==> run_1/placement.png <==
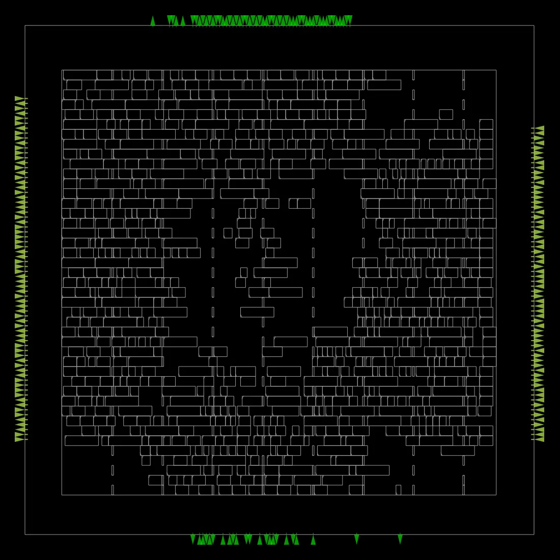
==> run_1/detail.png <==
Window x 55 to 85, y 55 to 85 µm. Cells in gray, sequential cells in the stronger gray; small squares are vias.
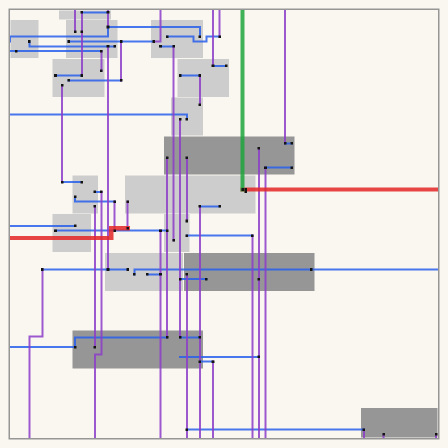
==> run_1/metal_density.png <==
Drawn at 2 px/µm. 28 x 28 tiles, from dark purple (low) to yellow (high), scaled to the fullest tile. Values are wire area over tile area, all layers added.
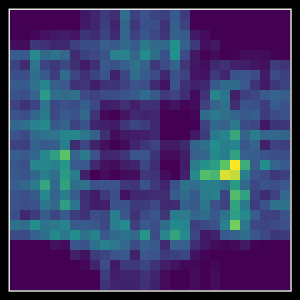
==> run_1/logic_types.png <==
Drawn at 3 px/µm.
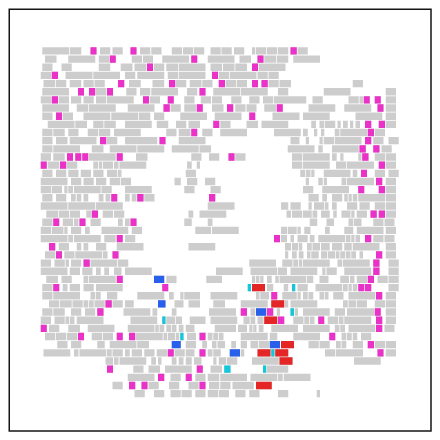
### src/rtl/mem_access_ctl.sv
// Data-memory access controller: decodes MEM-stage loads/stores, runs a
// request/grant/rvalid handshake with timeout, and extends load results.
module mem_access_ctl #(
    parameter int unsigned TIMEOUT_CYC = 16
) (
    input  logic        clk,
    input  logic        reset,
    input  logic        mem_rd_mac_i,
    input  logic        mem_wr_mac_i,
    input  logic [2:0]  funct3_mac_i,
    input  logic [31:0] addr_mac_i,
    input  logic [31:0] wdata_mac_i,
    output logic        dmem_req_mac_o,
    output logic        dmem_we_mac_o,
    output logic [3:0]  dmem_be_mac_o,
    output logic [31:0] dmem_addr_mac_o,
    output logic [31:0] dmem_wdata_mac_o,
    input  logic        dmem_gnt_mac_i,
    input  logic        dmem_rvalid_mac_i,
    input  logic [31:0] dmem_rdata_mac_i,
    output logic [31:0] rdata_mac_o,
    output logic        stall_mac_o,
    output logic        misalign_mac_o,
    output logic        bus_err_mac_o
);

    localparam int unsigned CW = $clog2(TIMEOUT_CYC + 1);
    localparam logic [CW-1:0] TO_LAST = CW'(TIMEOUT_CYC - 1);

    typedef enum logic [1:0] {S_IDLE, S_REQ, S_WAIT, S_DONE} state_t;

    state_t        state_q, state_d;
    logic [CW-1:0] cnt_q, cnt_d;
    logic [31:0]   addr_q, addr_d;
    logic [2:0]    funct3_q, funct3_d;
    logic          we_q, we_d;
    logic [3:0]    be_q, be_d;
    logic [31:0]   wdata_q, wdata_d;
    logic [31:0]   rdata_q, rdata_d;
    logic          bus_err_q, bus_err_d;

    logic        legal, access_valid, aligned, timeout;
    logic [3:0]  be_new;
    logic [31:0] wdata_new, rsh, load_ext;

    // Decode of the incoming MEM-stage access; rd&wr together is a store.
    always_comb begin
        legal     = 1'b0;
        aligned   = 1'b1;
        be_new    = 4'b1111;
        wdata_new = wdata_mac_i;
        if (mem_wr_mac_i) begin
            legal = (funct3_mac_i == 3'b000) || (funct3_mac_i == 3'b001) ||
                    (funct3_mac_i == 3'b010);
        end else if (mem_rd_mac_i) begin
            legal = (funct3_mac_i == 3'b000) || (funct3_mac_i == 3'b001) ||
                    (funct3_mac_i == 3'b010) || (funct3_mac_i == 3'b100) ||
                    (funct3_mac_i == 3'b101);
        end
        case (funct3_mac_i[1:0])
            2'b00: begin
                be_new    = 4'b0001 << addr_mac_i[1:0];
                wdata_new = {4{wdata_mac_i[7:0]}};
            end
            2'b01: begin
                aligned   = ~addr_mac_i[0];
                be_new    = 4'b0011 << {addr_mac_i[1], 1'b0};
                wdata_new = {2{wdata_mac_i[15:0]}};
            end
            default: aligned = (addr_mac_i[1:0] == 2'b00);
        endcase
        access_valid = (mem_rd_mac_i | mem_wr_mac_i) & legal;
    end

    always_comb begin
        rsh = dmem_rdata_mac_i >> {addr_q[1:0], 3'b000};
        case (funct3_q)
            3'b000:  load_ext = {{24{rsh[7]}}, rsh[7:0]};
            3'b001:  load_ext = {{16{rsh[15]}}, rsh[15:0]};
            3'b100:  load_ext = {24'b0, rsh[7:0]};
            3'b101:  load_ext = {16'b0, rsh[15:0]};
            default: load_ext = dmem_rdata_mac_i;
        endcase
    end

    // Budget covers REQ and WAIT together, so compare with >= after a late grant.
    assign timeout = (cnt_q >= TO_LAST);

    always_comb begin
        state_d   = state_q;
        cnt_d     = '0;
        addr_d    = addr_q;
        funct3_d  = funct3_q;
        we_d      = we_q;
        be_d      = be_q;
        wdata_d   = wdata_q;
        rdata_d   = '0;
        bus_err_d = 1'b0;
        case (state_q)
            S_IDLE: begin
                if (access_valid && aligned) begin
                    state_d  = S_REQ;
                    addr_d   = addr_mac_i;
                    funct3_d = funct3_mac_i;
                    we_d     = mem_wr_mac_i;
                    be_d     = be_new;
                    wdata_d  = wdata_new;
                end
            end
            S_REQ: begin
                if (dmem_gnt_mac_i) begin
                    state_d = we_q ? S_DONE : S_WAIT;
                    cnt_d   = cnt_q + 1'b1;
                end else if (timeout) begin
                    state_d   = S_DONE;
                    bus_err_d = 1'b1;
                end else begin
                    cnt_d = cnt_q + 1'b1;
                end
            end
            S_WAIT: begin
                if (dmem_rvalid_mac_i) begin
                    state_d = S_DONE;
                    rdata_d = load_ext;
                end else if (timeout) begin
                    state_d   = S_DONE;
                    bus_err_d = 1'b1;
                end else begin
                    cnt_d = cnt_q + 1'b1;
                end
            end
            default: state_d = S_IDLE;
        endcase
    end

    always_ff @(posedge clk or posedge reset) begin
        if (reset) begin
            state_q   <= S_IDLE;
            cnt_q     <= '0;
            addr_q    <= '0;
            funct3_q  <= '0;
            we_q      <= 1'b0;
            be_q      <= '0;
            wdata_q   <= '0;
            rdata_q   <= '0;
            bus_err_q <= 1'b0;
        end else begin
            state_q   <= state_d;
            cnt_q     <= cnt_d;
            addr_q    <= addr_d;
            funct3_q  <= funct3_d;
            we_q      <= we_d;
            be_q      <= be_d;
            wdata_q   <= wdata_d;
            rdata_q   <= rdata_d;
            bus_err_q <= bus_err_d;
        end
    end

    // Bus outputs are driven only while requesting; IDLE terms are gated by reset.
    assign dmem_req_mac_o   = (state_q == S_REQ);
    assign dmem_we_mac_o    = dmem_req_mac_o & we_q;
    assign dmem_be_mac_o    = dmem_req_mac_o ? be_q : '0;
    assign dmem_addr_mac_o  = dmem_req_mac_o ? {addr_q[31:2], 2'b00} : '0;
    assign dmem_wdata_mac_o = dmem_req_mac_o ? wdata_q : '0;
    assign rdata_mac_o      = (state_q == S_DONE) ? rdata_q : '0;
    assign bus_err_mac_o    = bus_err_q;
    assign misalign_mac_o   = ~reset & (state_q == S_IDLE) & access_valid & ~aligned;
    assign stall_mac_o      = (~reset & (state_q == S_IDLE) & access_valid & aligned) |
                              (state_q == S_REQ) | (state_q == S_WAIT);

endmodule

### config.mk
export PLATFORM = sky130hd
export DESIGN_NAME = mem_access_ctl
export DESIGN_NICKNAME = d
export VERILOG_FILES = /design/src/rtl/mem_access_ctl.sv
export SDC_FILE = /design/constraint.sdc
export NUM_CORES = 1
export LEC_CHECK = 0
export CAP_MARGIN = 20
export CORE_MARGIN = 10
export CORE_UTILIZATION = 41
export CTS_CLUSTER_DIAMETER = 120
export CTS_CLUSTER_SIZE = 24
export DETAILED_ROUTE_END_ITERATION = 8
export PLACE_DENSITY = 0.89
export REMOVE_ABC_BUFFERS = 1
export SLEW_MARGIN = 40
export SYNTH_ARGS = -nofsm -noshare
export SYNTH_HDL_FRONTEND = slang
export SYNTH_SLANG_ARGS = --single-unit
### constraint.sdc
create_clock -name clk -period 3.1 [get_ports clk]
set_input_delay 0.31 -clock clk [delete_from_list [all_inputs] [get_ports clk]]
set_output_delay 0.31 -clock clk [all_outputs]
set_load 0.01 [all_outputs]
==> deck_impl_summary.md, run 1 <==
Key Metrics from the Run

Status
  – Outcome: finished clean

Floorplan
  – Rows: 43
  – FP Core Util: 42.3%
  – Total die size: 19600 µm²
  – Core area: 14000 µm²
  – DIE HEIGHT: 140 µm
  – I/O pin count: 210

Routing
  – ANT nets after route: 0
  – Starting DRC count in detailed routing: 245
  – # DRC: 0
  – DR vias: 4870
  – Drt first pass iters: 5

CTS
  – CTS Hold Buffers Added: 0
  – Clock Tree Root: clkbuf_16
  – Clk sink count: 112
  – Skew-Pair Late Insertion Delay: 350 ps
  – Clock transition at path regs: 70 ps
  – H-tree level count: 3
  – Post-cts resize count: 0
  – Clock Tree Buf Depth: 2

Logic synthesis
  – Post-synthesis cell count: 578
  – Sequential area share after synthesis: 47.4%
  – Yosys cell count: 578
  – Ys flops: 112
  – Yosys warning count: 0
  – Top cells, area: dfrtp_1, and2_1, mux2_1
  – Yosys stat chip area: 5920 µm²
  – Post-synth top area share: 47.4%
  – Cell Area, Synth: 5920 µm²
  – Post-synth EDFFs: 0
  – Async SR Flop Fraction: 100%
  – Area leader, netlist: dfrtp_1
  – Post-synth top cells: dfrtp_1, and2_1, o21ai_1
  – Post-synthesis cell type count: 48

Global route
  – Gr ovfl total: 0
  – Vias in the first global route: 4981
  – First-pass GRT wire length: 27500 µm
  – Largest net degree at the start of global routing: 113

Final timing
  – Relative slew margins: 48.9%
  – Tcrit/Tclk final: 92.0%
  – Final Hold Fails: 0
  – TNS Setup: 0 ps
  – Fin. max-slew vios: 0
  – Post-route setup slack: 250 ps
  – Final Skew: 6.65 ps
  – Peak Freq: 0.351 GHz
  – RSZ-0062 raised after global routing: false
  – Final count of negative-setup-slack endpoints: 0
  – Worst Tran Pin Value: 767 ps

Critical path
  – CP Data Required Time: 2790 ps
  – Crit path kind: reg -> out
  – Reg-to-Reg Start: state_q[0]
  – CP startpoint: state_q[0]
  – CP endpoint kind: primary output
  – Max FO, Critical Path: 10
  – CP Launch Type: flip-flop

Final layout
  – Synth-to-layout area growth: 42.6%
  – N_diodes: 0
  – Layout cells sized above 1: 4.95%
  – Fin nets: 875

Hold path
  – Min-delay worst type: in -> async

Run
  – Tool Warnings: 32

Placed design
  – Pre-CTS setup slack: 589 ps
  – Final GP Congestion: 0.877
  – Dpl cells: 931
  – Number of port buffers: 207
  – DP HPWL: 13200 µm

Power
  – Peak supply drop: 0.000463 V
  – Final Power: 6.41 mW
Back to the opening pictures, placement.png:
sequential share of cell area: 33.2%
final core occ: 60.3%
fillers: 1175
flop count: 112

Back to the opening pictures, detail.png:
metal 4 -> green
metal 1 -> blue
metal 2 -> purple
metal 3 -> red
cells with their middle in the window = 15
sequential cells in the window = 4
netlist names of flops here include = wdata_q (2)
most frequent = dfrtp_1 (4), mux2i_1 (3), o21ai_1 (2)

Back to the opening pictures, metal_density.png:
fullest tile = 0.75
nearly empty tiles = 20%
emptiest ninth of the die = top right
GRT Util Overall: 17.4%
final WL: 17700 µm
WL/cell: 18.7 µm

Back to the opening pictures, logic_types.png:
and/or cells -> magenta  # cells 107, most used and2_1, where all over the die
non-inverting ao/oa cells -> blue  # cells 6, most used o211a_1, where bottom middle
inv cells -> cyan  # cells 8, most used inv_1, where bottom middle
fa/ha/maj cells -> red  # cells 8, most used ha_1
combinational share of cell area: 34.0%
fin cells: 947
most numerous logic cell after layout: clkdlybuf4s50_1

run 1: area by class of cell:
class	count	area, µm²	share of cell area (%)
Timing Repair Buffer	216	2180	25.8
Clock buffer	10	239	2.83
Multi-Input combinational cell	415	2870	34.0
Clock inverter	6	90.1	1.07
Inverter	8	32.5	0.386
Tap cell	180	225	2.67
Sequential cell	112	2800	33.2
run 1: stage by stage:
step | instance area, µm² | hold slack, ps
4_1_cts | 8430 | 486
3_3_place_gp | 8100 | 459
3_5_place_dp | 8100 | 468
2_1_floorplan | 5690 | 432
6_report | 8430 | 452
5_1_grt | 8430 | 500
run 1: metal layers:
layer	vias to the layer above	wire length (µm)	global-route usage (%)
li1	2344	-	-
met1	2288	7280	20.7
met2	217	8170	27.7
met3	21	1930	8.01
met4	0	297	4.95
met5	-	0	0
run 1: power breakdown:
part / total (mW) / internal (mW) / switching (mW)
logic: 2.76 / 1.44 / 1.32
registers: 2.37 / 2.00 / 0.366
clock network: 1.29 / 0.736 / 0.550
total: 6.41 / 4.17 / 2.24
run 1: worst max-delay path: stages (launching register included):
cell             delay [ps]
dfrtp_1                 440
inv_1                   150
ha_1                    260
a21boi_1                210
and3_1                  380
and3_1                  210
clkdlybuf4s50_1         540
run 1: cells by family after synthesis:
group,count (synthesis),synth area share (%)
muxes,87,16.1
and+or+nand+nor,186,17.3
DFF,112,47.4
xor gates and xnor gates,3,0.444
other,1,0.0634
AOI/OAI and AO/OA,129,12.6
adders and majority gates,8,1.69
buffers and inverters,52,4.36
run 1: final timing paths:
path | end | slack, ps | depth (start not counted)
setup / recovery | misalign_mac_o | 250 | 6
hold reg to reg | addr_q[17] | 480 | 1
max in group asynchronous | be_q[1] | 2100 | 3
min in group clk | addr_q[17] | 480 | 1
hold / removal | bus_err_mac_o | 450 | 3
setup reg to reg | addr_q[8] | 750 | 7
run 1: flip-flops by register name, indices dropped and copies added (netlist names):
name and cells:
bus_err_mac_o 1, rdata_q 32, cnt_q 5, we_q 1, funct3_q 3, addr_q 32, state_q 2, be_q 4
wdata_q 32
run 1: layout by cell type, fill, tap and decap left out, types with 3 or more instances in the layout:
master / netlist / layout
a21oi_1: 20 / 20
a22oi_1: 7 / 7
and2_1: 102 / 102
and3_1: 3 / 3
buf_12: 0 / 3
buf_4: 6 / 6
clkbuf_16: 0 / 9
clkdlybuf4s50_1: 0 / 207
dfrtp_1: 112 / 112
ha_1: 8 / 7
inv_1: 8 / 7
mux2_1: 48 / 48
mux2_4: 4 / 4
mux2i_1: 35 / 35
nand2_1: 42 / 42
nand2b_1: 4 / 4
nand3_1: 4 / 4
nor2_1: 13 / 13
nor2b_1: 4 / 4
nor3_1: 4 / 4
o21ai_0: 17 / 17
o21ai_1: 60 / 60
o2bb2ai_1: 7 / 7
==> inputs of run 2 (changes only) <==
PLACE_DENSITY = 0.85   (was 0.89)
==> run_2/logic_types.png <==
Drawn at 3 px/µm.
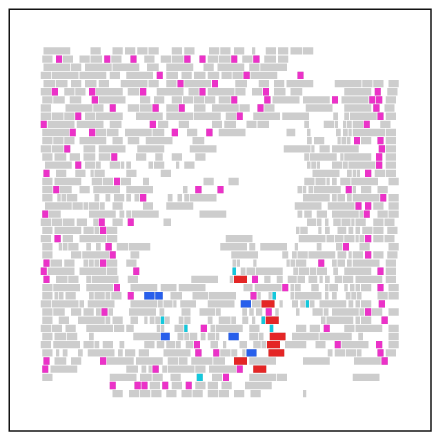
fa/ha/maj cells -> red  # cells 8, most used ha_1
non-inverting ao/oa cells -> blue  # cells 6, most used o211a_1, where bottom middle
and/or cells -> magenta  # cells 107, most used and2_1, where all over the die
inv cells -> cyan  # cells 8, most used inv_1, where bottom middle

==> run_2/detail.png <==
Window x 55 to 85, y 55 to 85 µm. Cells in gray, sequential cells in the stronger gray; small squares are vias.
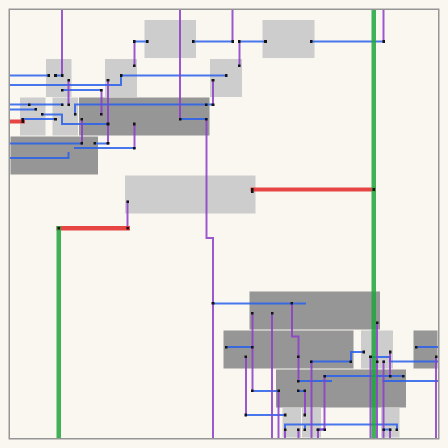
metal 2 -> purple
metal 1 -> blue
metal 3 -> red
metal 4 -> green
most frequent = dfrtp_1 (5), o21ai_1 (3), nor2_1 (3)
netlist names of flops here include = cnt_q (3), wdata_q (2)
sequential cells in the window = 5
cells with their middle in the window = 17

==> deck_impl_summary.md, run 2 <==
Key Metrics from the Run

Floorplan
  – DIE HEIGHT: 140 µm (unchanged)
  – I/O pin count: 210 (unchanged)
  – Core area: 14000 µm² (unchanged)
  – Total die size: 19600 µm² (unchanged)

CTS
  – H-tree level count: 3 (unchanged)
  – Skew-Pair Late Insertion Delay: 350 ps (about the same)
  – Clock transition at path regs: 80 ps (was 70 ps)
  – CTS Hold Buffers Added: 0 (unchanged)
  – Clock Tree Root: clkbuf_16 (unchanged)

Critical path
  – FF-to-FF path depth: 8 (was 7)
  – Worst-path cell with the longest stage delay: clkdlybuf4s50_1 (unchanged)
  – CP endpoint kind: primary output (unchanged)
  – CP Launch Type: flip-flop (unchanged)
  – Max FO, Critical Path: 10 (unchanged)
  – Largest stage delay on the critical path: 540 ps (about the same)
  – Critical-path cell list: inv_1 -> ha_1 -> a21boi_1 -> and3_1 -> and3_1 -> clkdlybuf4s50_1 (unchanged)
  – Reg2Reg Setup Slack: 780 ps (was 750 ps)
  – CP delay by family, top: buffers and inverters (unchanged)
  – Crit Reg-Reg Endpoint: addr_q[31] (was addr_q[8])
  – Most frequent cell on the critical path: and3_1 (unchanged)
  – WP buf/inv: 2 (unchanged)
  – CP startpoint: state_q[0] (unchanged)

Logic synthesis
  – Top cells, area: dfrtp_1, and2_1, mux2_1 (unchanged)
  – Ys flops: 112 (unchanged)
  – Post-synthesis cell type count: 48 (unchanged)
  – Comb area leader: simple AND/OR/NAND/NOR gates (unchanged)
  – Yosys adder share: 1.69% (unchanged)
  – Yosys cell count: 578 (unchanged)
  – Cell Area, Synth: 5920 µm² (unchanged)
  – Yosys stat chip area: 5920 µm² (unchanged)
  – Post-synthesis cell count: 578 (unchanged)
  – Post-synth EDFFs: 0 (unchanged)
  – Post-Synth AOI/OAI Area: 12.6% (unchanged)
  – XORs/XNORs by Area: 0.444% (unchanged)
  – Basic Gates by Area: 17.3% (unchanged)
  – Yosys warning count: 0 (unchanged)
  – Post-synth top area share: 47.4% (unchanged)
  – Area leader, netlist: dfrtp_1 (unchanged)
  – Post-synth top cells: dfrtp_1, and2_1, o21ai_1 (unchanged)
  – Mux cell area share after synthesis: 16.1% (unchanged)
  – Sequential area share after synthesis: 47.4% (unchanged)

Global route
  – Largest net degree at the start of global routing: 113 (unchanged)
  – Vias in the first global route: 5111 (was 4981)

Final layout
  – Fin cells: 947 (unchanged)
  – Fin nets: 875 (unchanged)
  – Final core occ: 60.3% (about the same)
  – N_diodes: 0 (unchanged)
  – Most frequent cells in the layout: clkdlybuf4s50_1, dfrtp_1, and2_1, o21ai_1, mux2_1 (unchanged)
  – Synth-to-layout area growth: 42.5% (was 42.6%)
  – Layout cells sized above 1: 5.08% (was 4.95%)
  – Most numerous logic cell after layout: clkdlybuf4s50_1 (unchanged)
  – Fillers: 1164 (was 1175)

Routing
  – ANT nets after route: 0 (unchanged)
  – Starting DRC count in detailed routing: 227 (was 245)
  – # DRC: 0 (unchanged)

Final timing
  – Relative slew margins: 51.1% (was 48.9%)
  – Final count of negative-setup-slack endpoints: 0 (unchanged)
  – Fin. max-slew vios: 0 (unchanged)
  – Peak Freq: 0.350 GHz (was 0.351 GHz)
  – Final Skew: 10.4 ps (was 6.65 ps)
  – Worst Tran Pin Value: 733 ps (was 767 ps)
  – RSZ-0062 raised after global routing: false (unchanged)

Hold path
  – Hold path cells: 1

Placed design
  – Number of port buffers: 207 (unchanged)
  – DP HPWL: 13000 µm (was 13200 µm)
  – Dpl cells: 931 (unchanged)

Power
  – Psw: 2.22 mW (was 2.24 mW)
  – Pint: 4.16 mW (was 4.17 mW)
  – Sw Ratio: 34.8% (was 34.9%)
  – Reg power frac: 37.1% (was 36.9%)
  – Clock network power share: 20.0% (was 20.1%)

Status
  – Outcome: finished clean (unchanged)

Run
  – Tool Warnings: 32 (unchanged)
==> run_2/metal_density.png <==
Drawn at 2 px/µm. 28 x 28 tiles, from dark purple (low) to yellow (high), scaled to the fullest tile. Values are wire area over tile area, all layers added.
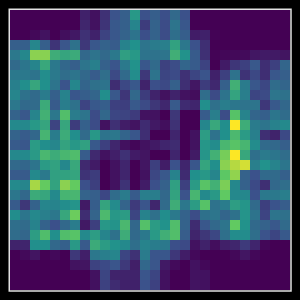
mean over tiles = 0.15
tiles over half the peak = 15%
nearly empty tiles = 18%
fullest tile = 0.53
DR vias: 4870
WL/cell: 18.4 µm
final WL: 17400 µm
GRT Util Overall: 17.4%

## run 2: metal layers
layer  part of all wire (%)  up-vias  GRT usage (%)
li1                       -     2341              -
met1                     40     2324           19.6
met2                     47      186           28.4
met3                     11       19           9.74
met4                    1.3        0           3.64
met5                      0        -              0
## run 2: cell families (layout without fill, tap and decap cells)
kind of cell    Yosys count  in the layout
other cells               1              2
fa+ha+maj                 8              8
flops                   112            112
mux                      87             87
buf+inv                  52            240
compound gates          129            129
xor+xnor                  3              3
simple gates            186            186
## run 2: power groups by stage
stage	sequential, mW	combinational [mW]	clock [mW]
after floorplan	2.26	1.53	0
after global placement	2.36	2.70	0
after detailed placement	2.39	2.76	0
after CTS	2.36	2.78	1.30
after global routing	2.45	3.02	1.36
final	2.36	2.74	1.27
## run 2: worst max-delay path by stage
stage                           endpoint  slack (ps)  cells past startpoint
after floorplan           misalign_mac_o        -340                      2
after global placement    misalign_mac_o         590                      5
after detailed placement  misalign_mac_o         540                      5
after CTS                 misalign_mac_o         210                      6
after global routing      misalign_mac_o          90                      6
final                     misalign_mac_o         240                      6
## run 2: layout make-up
class | count | area (µm²) | share of cell area [%]
clock inverter | 7 | 98.8 | 1.17
clock buffer | 9 | 225 | 2.67
multi-input combinational | 415 | 2870 | 34.0
sequential | 112 | 2800 | 33.2
tap | 180 | 225 | 2.67
timing repair buffer | 216 | 2180 | 25.8
inverter | 8 | 32.5 | 0.386
## run 2: stage by stage
step | hold slack [ps] | cell area (µm²) | power, mW | worst slack [ps]
3_5_place_dp | 467 | 8100 | 5.15 | 537
6_report | 480 | 8430 | 6.37 | 243
4_1_cts | 485 | 8430 | 6.45 | 212
5_1_grt | 497 | 8430 | 6.82 | 87.0
3_3_place_gp | 459 | 8100 | 5.07 | 588
2_1_floorplan | 432 | 5690 | 3.79 | -337
Power figures rest on the tool's default switching activity, not on a simulated workload.
